<file path="config.mk">
export PLATFORM = sky130hd
export DESIGN_NAME = uart_rx_frame_ctrl
export DESIGN_NICKNAME = d
export VERILOG_FILES = /design/src/rtl/uart_pkg.sv /design/src/rtl/uart_frame_buf.sv /design/src/rtl/uart_rx_frame_ctrl.sv
export SDC_FILE = /design/constraint.sdc
export NUM_CORES = 1
export LEC_CHECK = 0
export ABC_AREA = 1
export CAP_MARGIN = 15
export CORE_MARGIN = 3
export CORE_UTILIZATION = 29
export DETAILED_ROUTE_END_ITERATION = 8
export SETUP_SLACK_MARGIN = 0.4
export SYNTH_ARGS = -nofsm -noshare
export SYNTH_HDL_FRONTEND = slang
export SYNTH_HIERARCHICAL = 1
export SYNTH_SLANG_ARGS = --single-unit
</file>
<file path="constraint.sdc">
create_clock -name clock -period 2.4 [get_ports clock]
set_input_delay 0.48 -clock clock [delete_from_list [all_inputs] [get_ports clock]]
set_output_delay 0.48 -clock clock [all_outputs]
set_load 0.005 [all_outputs]
</file>
<file path="src/rtl/uart_pkg.sv">
// Shared definitions for the RS-232 frame controller: state and error encodings.
// Latency: n/a (types and constants only).
// Backpressure: n/a.
package uart_pkg;

  // Frame parser states; CHK is only reachable when the checksum build option is on.
  typedef enum logic [2:0] {
    IDLE    = 3'd0,
    LEN     = 3'd1,
    PAYLOAD = 3'd2,
    CHK     = 3'd3,
    DRAIN   = 3'd4,
    ABORT   = 3'd5
  } frm_state_t;

  // Error codes reported on frm_err_code alongside the frm_error strobe.
  typedef enum logic [1:0] {
    ERR_OVR = 2'b00,  // byte arrived while the payload was still draining
    ERR_LEN = 2'b01,  // LEN byte zero or larger than the buffer
    ERR_CHK = 2'b10,  // payload plus checksum byte did not wrap to zero
    ERR_TMO = 2'b11   // inter-byte timeout or line idle inside a frame
  } frm_err_t;

  localparam logic [7:0] DEFAULT_SYNC_BYTE = 8'hA5;

  // A LEN byte is usable only if it names 1..max_len payload bytes.
  function automatic logic len_is_bad(input logic [7:0] len_byte, input logic [7:0] max_len);
    return (len_byte == 8'd0) || (len_byte > max_len);
  endfunction

endpackage

</file>
<file path="src/rtl/uart_frame_buf.sv">
// Payload store: DEPTH x 8 register array, synchronous write, combinational read.
// Latency: written byte readable the cycle after wr_en; read path has no register.
// Backpressure: none; the controller never writes and drains the same frame at once.
module uart_frame_buf #(
  parameter int DEPTH = 16,
  parameter int AW    = 5
) (
  input  logic          clock,
  input  logic          wr_en,
  input  logic [AW-1:0] wr_addr,
  input  logic [7:0]    wr_data,
  input  logic [AW-1:0] rd_addr,
  output logic [7:0]    rd_data
);

  localparam int IW = (DEPTH > 1) ? $clog2(DEPTH) : 1;

  logic [7:0] mem [DEPTH];

  logic wr_in_range;
  logic rd_in_range;

  assign wr_in_range = (wr_addr < AW'(DEPTH));
  assign rd_in_range = (rd_addr < AW'(DEPTH));

  // Storage is deliberately not reset: contents are only read after being written.
  always_ff @(posedge clock) begin
    if (wr_en && wr_in_range) begin
      mem[wr_addr[IW-1:0]] <= wr_data;
    end
  end

  // The controller may present one-past-the-end while retiring the final byte.
  assign rd_data = rd_in_range ? mem[rd_addr[IW-1:0]] : 8'h00;

endmodule

</file>
<file path="src/rtl/uart_rx_frame_ctrl.sv">
// Frames receiver bytes (SYNC, LEN, payload[, CHK]) and streams the payload out; build option RX_FRAME_CHECKSUM_EN adds the CHK byte.
// Latency: all outputs registered, one clock after the cause; frm_valid rises the cycle after the closing byte.
// Backpressure: frm_ready low holds frm_data/frm_last; bytes arriving while draining are dropped with an overrun error.
module uart_rx_frame_ctrl
  import uart_pkg::*;
#(
  parameter logic [7:0] SYNC_BYTE      = DEFAULT_SYNC_BYTE,
  parameter int         MAX_LEN        = 16,
  parameter int         LEN_W          = 5,
  parameter int         TIMEOUT_CYCLES = 50000
) (
  input  logic       clock,
  input  logic       reset_neg,
  input  logic       rx_dataout_ready,
  input  logic [7:0] rx_dataout,
  input  logic       rx_endofpacket,
  output logic       rx_abort,
  output logic       frm_valid,
  input  logic       frm_ready,
  output logic [7:0] frm_data,
  output logic       frm_last,
  output logic       frm_error,
  output logic [1:0] frm_err_code
);

  localparam int               TMR_W    = $clog2(TIMEOUT_CYCLES);
  localparam logic [TMR_W-1:0] TMR_LAST = TMR_W'(TIMEOUT_CYCLES - 1);
  localparam logic [7:0]       MAX_LEN8 = 8'(MAX_LEN);

  frm_state_t       state;
  logic [LEN_W-1:0] len_q;
  logic [LEN_W-1:0] wr_ptr;
  logic [LEN_W-1:0] rd_ptr;
  logic [TMR_W-1:0] timer;
`ifdef RX_FRAME_CHECKSUM_EN
  logic [7:0]       sum_q;
  logic [7:0]       chk_sum;
`endif

  logic             rx_byte;
  logic             tmo_hit;
  logic             pay_last;
  logic             len_one;
  logic             xfer;
  logic             next_is_last;
  logic             abort_req;
  frm_err_t         abort_code;
  logic             buf_wr_en;
  logic [LEN_W-1:0] buf_rd_addr;
  logic [7:0]       buf_rd;

  assign rx_byte      = rx_dataout_ready;
  assign tmo_hit      = rx_endofpacket || (timer == TMR_LAST);
  assign pay_last     = (wr_ptr == (len_q - LEN_W'(1)));
  assign len_one      = (len_q == LEN_W'(1));
  assign xfer         = frm_valid && frm_ready;
  // In DRAIN the buffer is addressed one ahead so the next byte is ready on transfer.
  assign buf_rd_addr  = (state == DRAIN) ? (rd_ptr + LEN_W'(1)) : '0;
  assign next_is_last = (buf_rd_addr == (len_q - LEN_W'(1)));
  assign buf_wr_en    = (state == PAYLOAD) && rx_byte;
`ifdef RX_FRAME_CHECKSUM_EN
  assign chk_sum      = sum_q + rx_dataout;
`endif

  uart_frame_buf #(
    .DEPTH (MAX_LEN),
    .AW    (LEN_W)
  ) u_frame_buf (
    .clock   (clock),
    .wr_en   (buf_wr_en),
    .wr_addr (wr_ptr),
    .wr_data (rx_dataout),
    .rd_addr (buf_rd_addr),
    .rd_data (buf_rd)
  );

  // Abort decision; a byte always beats a timeout or line-idle in the same clock.
  always_comb begin
    abort_req  = 1'b0;
    abort_code = ERR_TMO;
    case (state)
      LEN: begin
        if (rx_byte && len_is_bad(rx_dataout, MAX_LEN8)) begin
          abort_req  = 1'b1;
          abort_code = ERR_LEN;
        end else if (!rx_byte && tmo_hit) begin
          abort_req  = 1'b1;
          abort_code = ERR_TMO;
        end
      end
      PAYLOAD: begin
        if (!rx_byte && tmo_hit) begin
          abort_req  = 1'b1;
          abort_code = ERR_TMO;
        end
      end
`ifdef RX_FRAME_CHECKSUM_EN
      CHK: begin
        if (rx_byte && (chk_sum != 8'h00)) begin
          abort_req  = 1'b1;
          abort_code = ERR_CHK;
        end else if (!rx_byte && tmo_hit) begin
          abort_req  = 1'b1;
          abort_code = ERR_TMO;
        end
      end
`endif
      default: begin
        abort_req  = 1'b0;
        abort_code = ERR_TMO;
      end
    endcase
  end

  // Frame sequencer: state, pointers, timer and every registered output.
  always_ff @(posedge clock or negedge reset_neg) begin
    if (!reset_neg) begin
      state        <= IDLE;
      len_q        <= '0;
      wr_ptr       <= '0;
      rd_ptr       <= '0;
      timer        <= '0;
`ifdef RX_FRAME_CHECKSUM_EN
      sum_q        <= '0;
`endif
      rx_abort     <= 1'b0;
      frm_valid    <= 1'b0;
      frm_data     <= '0;
      frm_last     <= 1'b0;
      frm_error    <= 1'b0;
      frm_err_code <= '0;
    end else begin
      rx_abort  <= 1'b0;
      frm_error <= 1'b0;
      if (abort_req) begin
        state        <= ABORT;
        rx_abort     <= 1'b1;
        frm_error    <= 1'b1;
        frm_err_code <= abort_code;
        len_q        <= '0;
        wr_ptr       <= '0;
        rd_ptr       <= '0;
        timer        <= '0;
`ifdef RX_FRAME_CHECKSUM_EN
        sum_q        <= '0;
`endif
      end else begin
        case (state)
          IDLE: begin
            timer <= '0;
            if (rx_byte && (rx_dataout == SYNC_BYTE)) begin
              state <= LEN;
            end
          end
          LEN: begin
            if (rx_byte) begin
              timer  <= '0;
              len_q  <= LEN_W'(rx_dataout);
              wr_ptr <= '0;
`ifdef RX_FRAME_CHECKSUM_EN
              sum_q  <= '0;
`endif
              state  <= PAYLOAD;
            end else begin
              timer <= timer + TMR_W'(1);
            end
          end
          PAYLOAD: begin
            if (rx_byte) begin
              timer  <= '0;
              wr_ptr <= wr_ptr + LEN_W'(1);
`ifdef RX_FRAME_CHECKSUM_EN
              sum_q  <= sum_q + rx_dataout;
              if (pay_last) begin
                state <= CHK;
              end
`else
              if (pay_last) begin
                state     <= DRAIN;
                rd_ptr    <= '0;
                frm_valid <= 1'b1;
                // A one-byte frame is written this very edge, so bypass the array.
                frm_data  <= len_one ? rx_dataout : buf_rd;
                frm_last  <= len_one;
              end
`endif
            end else begin
              timer <= timer + TMR_W'(1);
            end
          end
`ifdef RX_FRAME_CHECKSUM_EN
          CHK: begin
            if (rx_byte) begin
              timer     <= '0;
              state     <= DRAIN;
              rd_ptr    <= '0;
              frm_valid <= 1'b1;
              frm_data  <= buf_rd;
              frm_last  <= len_one;
            end else begin
              timer <= timer + TMR_W'(1);
            end
          end
`endif
          DRAIN: begin
            if (rx_byte) begin
              frm_error    <= 1'b1;
              frm_err_code <= ERR_OVR;
            end
            if (xfer) begin
              if (frm_last) begin
                state     <= IDLE;
                rd_ptr    <= '0;
                wr_ptr    <= '0;
                frm_valid <= 1'b0;
                frm_data  <= '0;
                frm_last  <= 1'b0;
              end else begin
                rd_ptr   <= buf_rd_addr;
                frm_data <= buf_rd;
                frm_last <= next_is_last;
              end
            end
          end
          ABORT: begin
            state <= IDLE;
          end
          default: begin
            state <= IDLE;
          end
        endcase
      end
    end
  end

endmodule

</file>
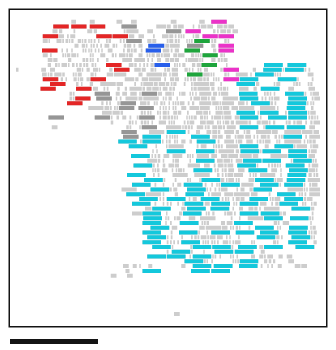
*Where the registers sit, run 1*
Bar = 50 µm.
netlist name	color	placed flops
frm_data	magenta	8
rd_ptr	green	5
timer	red	16
u_frame_buf/mem	cyan	128
state	blue	3

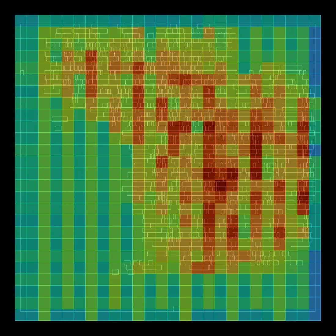
*Routing congestion map, run 1*
share of the core filled with cells in the final layout: 40.35%
met3 track demand over resource: 3.213%
met2 global-route usage: 24.22%
most utilized layer in the global route result: met2

==> summary.log, run 1 <==
INFO  outcome        outcome=completed
INFO  cts            clk_root_buffer_cell=sky130_fd_sc_hd__clkbuf_16
INFO  final_layout   area_dominant_class=flip-flops and latches
INFO  sta            setup_viol_count_final=0
INFO  final_layout   numSequentialCells=176
INFO  logic_synthesis simple_share_synth=27.23%
INFO  final_layout   clock_area_share=5.251%
INFO  global_routing globalRouteTotalUtil=14.05%
INFO  floorplanning  floorplan.tapcells=384
INFO  cts            cts_made_buffers=17
INFO  logic_synthesis ys_seq_share=57.85%
INFO  pwr            worst_ir_drop_vdd=0.0005661V
INFO  final_layout   num-nonclk-inverters=128
INFO  global_routing wire_length_of_the_first_global_routing_pass=35,800µm
INFO  routing        topmost_layer_with_routed_signal_wires=met4
INFO  logic_synthesis synthesis.nets=975
INFO  setup_path     setup.worst_path.class=register to register
INFO  run            cap_viol_max_count=0
INFO  setup_path     worst_setup_path_end_kind=register
INFO  routing        wl_met3=1151µm
INFO  pwr            power.density=981.3nW/µm²
INFO  placed_design  detailedPlacementHpwl=15,030µm
INFO  setup_path     worstPathMaxFanout=8
INFO  final_layout   syn2layout_area_growth=34.96%
INFO  cts            cts.htree.levels=4
INFO  final_layout   relative_area_of_non_clock_buffer_cells_in_the_final_design=12.92%
INFO  floorplanning  boundary_pin_count=27
INFO  routing        detailed_route_wl=24,220µm
INFO  placed_design  place.detailed.instances=1,392
INFO  final_layout   stdcell_count=1,482
INFO  floorplanning  floorplan.die.height=179.4µm
INFO  logic_synthesis ys.warnings.count=6
INFO  cts            clkTransAtPathRegs=0.08ns
INFO  sta            timing.final.crit_period=2.082ns
INFO  routing        detailedRoute.firstIterationViolations=448
INFO  cts            cts_sinks=176
INFO  final_layout   logic_area=3602µm²
INFO  sta            max_clock_freq=480.2MHz
INFO  final_layout   design_area=11,770µm²
INFO  final_layout   multiInputCombCellCount=622
INFO  final_layout   register_share_of_the_cell_area=42.88%
INFO  logic_synthesis dominantRegCellSynth=sky130_fd_sc_hd__edfxtp_1
INFO  final_layout   antenna_cells_inserted=0
INFO  logic_synthesis synth-edff-count=128
INFO  setup_path     rr_startpoint=state[0]
INFO  routing        vias=6,901
INFO  cts            worstSkewPairLatency=0.43ns
INFO  logic_synthesis synth.comb.largest_family=simple AND/OR/NAND/NOR gates
INFO  routing        dr.pass1.iters=4
INFO  setup_path     data_arrival_time_of_the_critical_path=2.40ns
INFO  logic_synthesis synth-async-reset-ratio=27.27%
INFO  logic_synthesis synth_stat.cells=957
INFO  floorplanning  chip_area=32,190µm²
INFO  routing        wl_per_cell=16.34µm
INFO  logic_synthesis synth_area=8721µm²
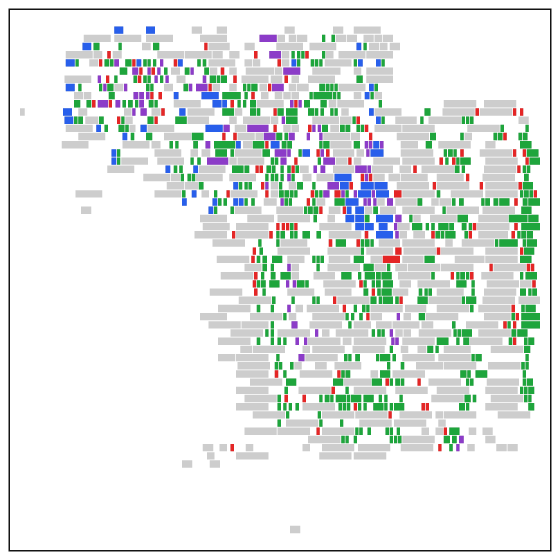
*Gate-type map, run 1*
family	color	cells	most used
inverting AOI/OAI gates	blue	58	o21ai_1
inverters	red	128	inv_1
NOR gates	purple	83	nor2_1
NAND gates	green	455	nand2_1

run 1: kinds of logic after synthesis:
family,after synthesis
compound gates,59
xor+xnor,19
fa+ha+maj,5
buf+inv,160
flops,176
simple gates,538
run 1: sequential cells by signal, indices dropped and copies added (netlist names):
name             flops
frm_valid            1
frm_data             8
state                3
wr_ptr               5
len_q                5
frm_err_code         2
rx_abort             1
rd_ptr               5
frm_error            1
timer               16
frm_last             1
u_frame_buf/mem    128
run 1: critical path: stages, from the launching register on:
cell	delay [ns]
sky130_fd_sc_hd__dfrtp_1	0.41
sky130_fd_sc_hd__nor2_4	0.16
sky130_fd_sc_hd__nand2_4	0.09
sky130_fd_sc_hd__nor2_4	0.15
sky130_fd_sc_hd__buf_12	0.16
sky130_fd_sc_hd__buf_4	0.14
sky130_fd_sc_hd__clkbuf_16	0.14
sky130_fd_sc_hd__nand2_1	0.06
sky130_fd_sc_hd__nand3_1	0.10
sky130_fd_sc_hd__nand3_2	0.10
sky130_fd_sc_hd__nand3_2	0.10
sky130_fd_sc_hd__a21oi_2	0.07
sky130_fd_sc_hd__o22ai_1	0.19
sky130_fd_sc_hd__o21ai_1	0.09
run 1: worst max path at each step:
stage	from	to	slack, ns	depth (start not counted)
after CTS	state[1]	frm_data[1]	0.35	14
after detailed placement	rx_dataout[3]	wr_ptr[2]	-0.08	12
after global placement	rx_dataout[3]	rd_ptr[0]	-0.09	12
after global routing	rd_ptr[1]	frm_data[1]	0.24	14
after floorplan	state[2]	u_frame_buf/mem[4][0]	0.44	7
final	state[0]	frm_data[7]	0.32	13
run 1: power by group:
group	total, mW	internal, mW	leakage [nW]	switching, mW
clock	2.82	1.44	0.296	1.38
combinational	5.19	2.36	3.09	2.83
sequential	3.55	3.40	1.72	0.145
total	11.5	7.20	5.11	4.35
run 1: Yosys cell counts, types with 2 or more instances:
cell	number
sky130_fd_sc_hd__o21ai_2	8
sky130_fd_sc_hd__nand4_1	18
sky130_fd_sc_hd__o22ai_1	7
sky130_fd_sc_hd__o21ai_1	17
sky130_fd_sc_hd__nand3b_1	4
sky130_fd_sc_hd__nor2_1	64
sky130_fd_sc_hd__nor2_8	2
sky130_fd_sc_hd__xor2_1	14
sky130_fd_sc_hd__o21ai_0	3
sky130_fd_sc_hd__ha_1	5
sky130_fd_sc_hd__buf_2	18
sky130_fd_sc_hd__buf_1	2
sky130_fd_sc_hd__edfxtp_1	128
sky130_fd_sc_hd__nand3_1	104
sky130_fd_sc_hd__buf_4	2
sky130_fd_sc_hd__nand2_1	317
sky130_fd_sc_hd__a21oi_1	16
sky130_fd_sc_hd__nor3_2	3
sky130_fd_sc_hd__nand2_2	3
sky130_fd_sc_hd__inv_1	116
sky130_fd_sc_hd__inv_2	12
sky130_fd_sc_hd__dfrtp_1	48
sky130_fd_sc_hd__nor2_2	4
sky130_fd_sc_hd__nand2_4	5
sky130_fd_sc_hd__buf_6	9
sky130_fd_sc_hd__xnor2_1	5
sky130_fd_sc_hd__nor3_1	8
run 1: what timing repair did:
action	CTS	global route
hold buffers	0	0
endpoints found under the setup margin	95	173
setup buffers	17	31
pin swaps	35	53
cloned	3	7
gates resized	69	117
### Routed metal, one color a layer, run 1

Two of the layers only.
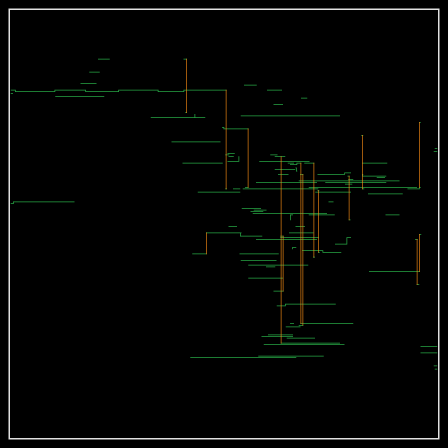

==> inputs of run 2 (changes only) <==
Settings changed: RECOVER_POWER set to 25.
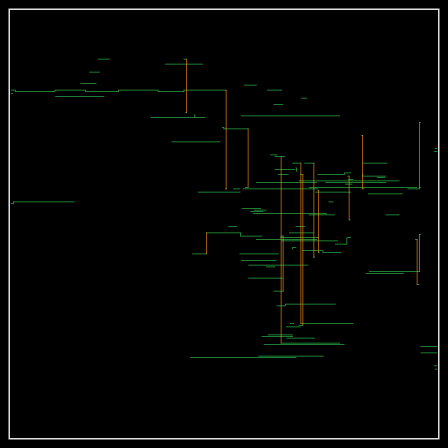
*Routed metal, one color a layer, run 2*
Two of the layers only.
layer	color	wire length
metal 3	green	1,150 µm
metal 4	orange	497 µm

==> run 2 against run 1 <==
Effect of this change:
- the flow now finishes with violations (max-capacitance violations, max-slew violations)
- critical path depth did not move
- non-clock buffer count did not move
- cell area down 0.11%
- final cell count unchanged
- clock power about the same
- critical path type unchanged
- largest power group unchanged
==> summary.log, run 2 <==
INFO  setup_path     data_arrival_time_of_the_critical_path=2.40ns [about the same]
INFO  logic_synthesis dominantRegCellSynth=sky130_fd_sc_hd__edfxtp_1
INFO  outcome        outcome=finished, violations left
INFO  logic_synthesis synth-seq-cells=176
INFO  final_layout   antenna_cells_inserted=0 [unchanged]
INFO  sta            timing.final.crit_period=2.082ns [-0.0004020 ns]
INFO  sta            maxSlewViolCount=29
INFO  setup_path     worst_setup_path_end_kind=register
INFO  cts            cts_made_buffers=17 [unchanged]
INFO  floorplanning  initial_core_util=29.90%
INFO  final_layout   largest_reg_flops=128 [unchanged]
INFO  routing        vias=6,892 [-0.13%]
INFO  sta            setup_viol_count_final=0 [unchanged]
INFO  sta            max_clock_freq=480.3MHz [about the same]
INFO  cts            clkTransAtPathRegs=0.08ns [about the same]
INFO  cts            cts.htree.levels=4 [unchanged]
INFO  floorplanning  chip_area=32,190µm² [unchanged]
INFO  setup_path     crit_path_max_incr_delay=0.41ns [about the same]
INFO  logic_synthesis synth_stat.cells=957 [unchanged]
INFO  cts            cts_sinks=176 [unchanged]
INFO  run            cap_viol_max_count=1 [+1]
INFO  final_layout   logic_area=3602µm² [unchanged]
INFO  final_layout   final_cell_mix=sky130_fd_sc_hd__nand2_1 (285), sky130_fd_sc_hd__edfxtp_1 (128), sky130_fd_sc_hd__inv_1 (108)
INFO  routing        detailedRoute.firstIterationViolations=448 [unchanged]
INFO  pwr            worst_ir_drop_vdd=0.0005663V [about the same]
INFO  logic_synthesis ys.warnings.count=6 [unchanged]
INFO  routing        wl_per_cell=16.34µm [about the same]
INFO  cts            clk_root_buffer_cell=sky130_fd_sc_hd__clkbuf_16
INFO  final_layout   syn2layout_area_growth=34.82%
INFO  pwr            power.density=982.2nW/µm² [about the same]
INFO  logic_synthesis post_synth_most_frequent_cells=sky130_fd_sc_hd__nand2_1 (317), sky130_fd_sc_hd__edfxtp_1 (128), sky130_fd_sc_hd__inv_1 (116)
INFO  routing        dr.pass1.iters=4 [unchanged]
INFO  floorplanning  floorplan.die.height=179.4µm [unchanged]
INFO  cts            cts-hold-fix-buffers=0 [unchanged]
INFO  logic_synthesis synth_area=8721µm² [unchanged]
INFO  logic_synthesis synth-edff-count=128 [unchanged]
INFO  floorplanning  boundary_pin_count=27 [unchanged]
INFO  global_routing wire_length_of_the_first_global_routing_pass=35,800µm [unchanged]
INFO  logic_synthesis ys_seq_share=57.85% [unchanged]
INFO  global_routing grt_antenna_before_repair=0
INFO  setup_path     timing.critical_path.cells=nor2_4 > nand2_4 > nor2_4 > buf_12 > buf_4 > clkbuf_16 > nand2_1 > nand3_1 > nand3_2 > nand3_2 > a21oi_2 > o22ai_1 > o21ai_1
INFO  outcome        violated_checks=max-capacitance violations, max-slew violations
INFO  setup_path     worstPathMaxFanout=8 [unchanged]
INFO  logic_synthesis post-synth-top-count-cell=sky130_fd_sc_hd__nand2_1
INFO  placed_design  detailedPlacementHpwl=15,030µm [unchanged]
INFO  routing        detailed_route_wl=24,210µm [about the same]
INFO  setup_path     setup.worst_path.class=register to register
INFO  setup_path     critical-path-slowest-cell=sky130_fd_sc_hd__dfrtp_1
INFO  cts            worstSkewPairLatency=0.43ns [about the same]
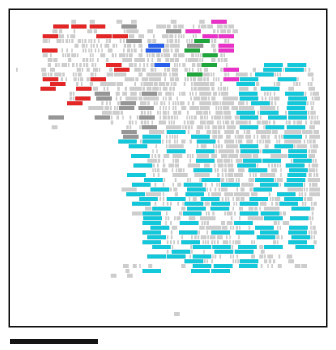
*Where the registers sit, run 2*
Bar = 50 µm.
netlist name	color	placed flops
frm_data	magenta	8
state	blue	3
timer	red	16
rd_ptr	green	5
u_frame_buf/mem	cyan	128

[run 2: cell types whose count changed in the layout (fill, tap and decap cells not counted)]
cell and delta:
sky130_fd_sc_hd__buf_4 -3, sky130_fd_sc_hd__buf_2 -1, sky130_fd_sc_hd__dlygate4sd3_1 +2, sky130_fd_sc_hd__clkbuf_1 +4
sky130_fd_sc_hd__clkdlybuf4s50_1 -2
[run 2: worst paths after layout]
check	slack [ns]	from	cells past startpoint	endpoint
worst max-delay path	0.32	state[0]	13	frm_data[7]
worst min-delay path	0.44	reset_neg	1	timer[0]
worst max register to register	0.32	state[0]	13	frm_data[7]
worst min register to register	0.48	frm_data[1]	2	frm_data[1]
max in group asynchronous	0.70	reset_neg	2	rd_ptr[0]
min in group clock	0.48	frm_data[1]	2	frm_data[1]
[run 2: per-layer routing]
metal | global-route usage, % | routed length, µm | vias up
li1 | - | - | 3390
met1 | 17.56 | 10520 | 3301
met2 | 24.22 | 12050 | 169
met3 | 3.213 | 1149 | 32
met4 | 4.394 | 497 | 0
met5 | 0 | 0 | -
[run 2: where the power goes]
part | switching, mW | internal [mW]
logic | 2.83 | 2.35
clock network | 1.38 | 1.44
registers | 0.145 | 3.40
total | 4.35 | 7.19
[run 2: cells by family (layout without fill, tap and decap cells)]
group | count (synthesis) | after routing | share of synthesized area, %
AND-OR/OR-AND | 59 | 59 | 4.290
XOR/XNOR | 19 | 19 | 1.908
adder cells (fa/ha/maj) | 5 | 5 | 0.7174
buffers and inverters | 160 | 300 | 8.006
flip-flops | 176 | 176 | 57.85
AND/OR/NAND/NOR | 538 | 539 | 27.23
[run 2: timing repair]
action | in CTS | in global routing
cloned | 3 | 7
buffers inserted | 17 | 31
resized | 69 | 117
endpoints found under the setup margin | 95 | 173
pin swaps | 35 | 53
[run 2: layout make-up]
cell class                      count  share of cell area, %
Timing Repair Buffer              140                  12.82
Inverter                          128                  4.267
Tap cell                          384                  4.086
Multi-Input combinational cell    622                  30.64
Clock buffer                       17                  3.618
Clock inverter                     15                  1.639
Sequential cell                   176                  42.93
[run 2: per-stage QoR]
step,cell area [µm²],util (%),TNS (ns),power (mW),instances
global route,11760,40.31,0,12.12,1482
floorplan,8723,-,0,5.639,957
CTS,10880,37.31,0,10.35,1444
finish,11760,40.31,0,11.55,1482
detailed placement,9752,33.43,-1.268,6.921,1392
global placement,9752,33.43,-1.487,6.887,1392
[run 2: critical path, delay by kind of cell, from the launching register on]
| family | cells | cell delay [ns] |
|---|---|---|
| AOI/OAI and AO/OA | 3 | 0.35 |
| buffers and inverters | 3 | 0.44 |
| and+or+nand+nor | 7 | 0.76 |
| DFF | 1 | 0.41 |
==> inputs of run 3 (changes only) <==
Settings changed: GPL_ROUTABILITY_DRIVEN set to 0.
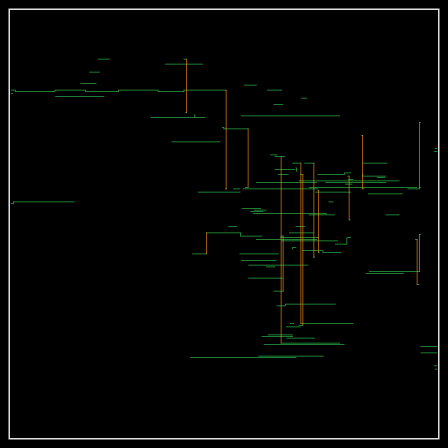
*Routed metal, one color a layer, run 3*
Two of the layers only.
layer	color	wire length
metal 3	green	1,150 µm
metal 4	orange	497 µm

==> run 3 against run 2 <==
Effect of this change:
- the flow still finishes with violations (max-capacitance violations, max-slew violations)
- critical path depth unchanged
- fmax unchanged
- synthesized area unchanged
==> summary.log, run 3 <==
INFO  outcome        outcome=finished, violations left
INFO  outcome        violated_checks=max-capacitance violations, max-slew violations
INFO  setup_path     critical_path_buf_inv_count=3 [unchanged]
INFO  final_layout   largest_reg_flops=128 [unchanged]
INFO  sta            worst_slew_pin_slew=1.594ns
INFO  floorplanning  floorplan.die.height=179.4µm [unchanged]
INFO  sta            max_clock_freq=480.3MHz [unchanged]
INFO  setup_path     critical-path-slowest-cell=sky130_fd_sc_hd__dfrtp_1
INFO  setup_path     worstPathMaxFanout=8 [unchanged]
INFO  pwr            worst_ir_drop_vdd=0.0005663V [unchanged]
INFO  cts            worstSkewPairLatency=0.43ns [about the same]
INFO  pwr            p_total=11.55mW [unchanged]
INFO  setup_path     worst-r2r-cell-count=13 [unchanged]
INFO  setup_path     timing.critical_path.cells=nor2_4 > nand2_4 > nor2_4 > buf_12 > buf_4 > clkbuf_16 > nand2_1 > nand3_1 > nand3_2 > nand3_2 > a21oi_2 > o22ai_1 > o21ai_1
INFO  setup_path     critical-path-top-delay-family=simple AND/OR/NAND/NOR gates
INFO  logic_synthesis synth.area.top_cells=sky130_fd_sc_hd__edfxtp_1 (44%), sky130_fd_sc_hd__dfrtp_1 (14%), sky130_fd_sc_hd__nand2_1 (14%)
INFO  placed_design  dpl_cell_area=9752µm² [unchanged]
INFO  final_layout   syn2layout_area_growth=34.82% [unchanged]
INFO  routing        vias=6,892 [unchanged]
INFO  floorplanning  boundary_pin_count=27 [unchanged]
INFO  global_routing wire_length_of_the_first_global_routing_pass=35,800µm [unchanged]
INFO  placed_design  buffer_ports.inserted=26
INFO  routing        detailedRoute.firstIterationViolations=448 [unchanged]
INFO  final_layout   antenna_cells_inserted=0 [unchanged]
INFO  logic_synthesis dominantRegCellSynth=sky130_fd_sc_hd__edfxtp_1
INFO  setup_path     crit_path_max_incr_delay=0.41ns [about the same]
INFO  cts            cts.htree.levels=4 [unchanged]
INFO  setup_path     setup.worst_path.class=register to register
INFO  logic_synthesis ys_seq_share=57.85% [unchanged]
INFO  cts            clk_root_buffer_cell=sky130_fd_sc_hd__clkbuf_16
INFO  logic_synthesis synth-seq-cells=176 [unchanged]
INFO  cts            cts-hold-fix-buffers=0 [unchanged]
INFO  floorplanning  chip_area=32,190µm² [unchanged]
INFO  placed_design  detailedPlacementHpwl=15,030µm [unchanged]
INFO  setup_path     critical_path_cell_count=13 [unchanged]
INFO  logic_synthesis synth_stat.cells=957 [unchanged]
INFO  cts            cts_sinks=176 [unchanged]
INFO  final_layout   final_cell_mix=sky130_fd_sc_hd__nand2_1 (285), sky130_fd_sc_hd__edfxtp_1 (128), sky130_fd_sc_hd__inv_1 (108)
INFO  sta            setup_viol_count_final=0 [unchanged]
INFO  logic_synthesis post-synth-top-count-cell=sky130_fd_sc_hd__nand2_1
INFO  sta            maxSlewViolCount=29 [unchanged]
INFO  pwr            power.density=982.2nW/µm² [unchanged]
INFO  cts            cts_made_buffers=17 [unchanged]
INFO  logic_synthesis synth-edff-count=128 [unchanged]
INFO  setup_path     data_arrival_time_of_the_critical_path=2.40ns [about the same]
INFO  logic_synthesis synth-async-reset-ratio=27.27%
INFO  floorplanning  initial_core_util=29.90% [unchanged]
INFO  sta            timing.final.crit_period=2.082ns [unchanged]
INFO  final_layout   design_area=11,760µm² [unchanged]
INFO  logic_synthesis synth_area=8721µm² [unchanged]
INFO  run            cap_viol_max_count=1 [unchanged]
INFO  global_routing grt_antenna_before_repair=0 [unchanged]
INFO  setup_path     worst_setup_path_end_kind=register
INFO  routing        detailed_route_wl=24,210µm [unchanged]
INFO  logic_synthesis ys.warnings.count=6 [unchanged]
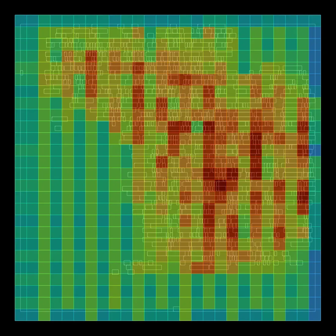
*Routing congestion map, run 3*
final routed wire length divided by cell count: 16.34 µm
total global routing track utilization: 14.05%
fraction of met1 tracks used by global routing: 17.56%
share of the core filled with cells in the final layout: 40.31%

## run 3: cell counts after synthesis
No cell type changed its count.
## run 3: cell type report
cell class                      instances  area [µm²]
Inverter                              128       501.7
Clock inverter                         15       192.7
Tap cell                              384       480.5
Clock buffer                           17       425.4
Sequential cell                       176        5047
Timing Repair Buffer                  140        1508
Multi-Input combinational cell        622        3602
Fill cell                            2825       17410
## run 3: cell families (layout without fill, tap and decap cells)
family	count (synthesis)	after routing	synth area share, %
adder cells (fa/ha/maj)	5	5	0.7174
buffers and inverters	160	300	8.006
XOR/XNOR	19	19	1.908
AND/OR/NAND/NOR	538	539	27.23
flip-flops	176	176	57.85
AND-OR/OR-AND	59	59	4.290
## run 3: metrics by stage
step | instances | util (%)
floorplan | 957 | -
global placement | 1392 | 33.43
detailed placement | 1392 | 33.43
CTS | 1444 | 37.31
global route | 1482 | 40.31
finish | 1482 | 40.31
## run 3: path summary, 6_finish.rpt
kind	slack, ns	to	start
setup / recovery	0.32	frm_data[7]	state[0]
hold / removal	0.44	timer[0]	reset_neg
setup reg to reg	0.32	frm_data[7]	state[0]
hold reg to reg	0.48	frm_data[1]	frm_data[1]
max in group asynchronous	0.70	rd_ptr[0]	reset_neg
min in group clock	0.48	frm_data[1]	frm_data[1]
## run 3: report_power, final
part / internal (mW) / total (mW) / switching [mW]
registers: 3.40 / 3.55 / 0.145
clock network: 1.44 / 2.82 / 1.38
logic: 2.35 / 5.18 / 2.83
total: 7.19 / 11.5 / 4.35
## run 3: what timing repair did
action,4_1_cts,5_1_grt
gates cloned,3,7
hold endpoints to repair,0,0
gates resized,69,117
endpoints found under the setup margin,95,173
setup buffers,17,31
pin swaps,35,53
## run 3: worst register-to-register path, cell delays in order (launching register included)
cell	delay (ns)
sky130_fd_sc_hd__dfrtp_1	0.41
sky130_fd_sc_hd__nor2_4	0.16
sky130_fd_sc_hd__nand2_4	0.09
sky130_fd_sc_hd__nor2_4	0.15
sky130_fd_sc_hd__buf_12	0.16
sky130_fd_sc_hd__buf_4	0.14
sky130_fd_sc_hd__clkbuf_16	0.14
sky130_fd_sc_hd__nand2_1	0.06
sky130_fd_sc_hd__nand3_1	0.10
sky130_fd_sc_hd__nand3_2	0.10
sky130_fd_sc_hd__nand3_2	0.10
sky130_fd_sc_hd__a21oi_2	0.07
sky130_fd_sc_hd__o22ai_1	0.19
sky130_fd_sc_hd__o21ai_1	0.09
## run 3: layer usage
layer / vias up / GRT usage [%] / routed length (µm)
met5: - / 0 / 0
met4: 0 / 4.394 / 497
met3: 32 / 3.213 / 1149
met2: 169 / 24.22 / 12050
met1: 3301 / 17.56 / 10520
li1: 3390 / - / -
Power and IR drop assume default switching activity.
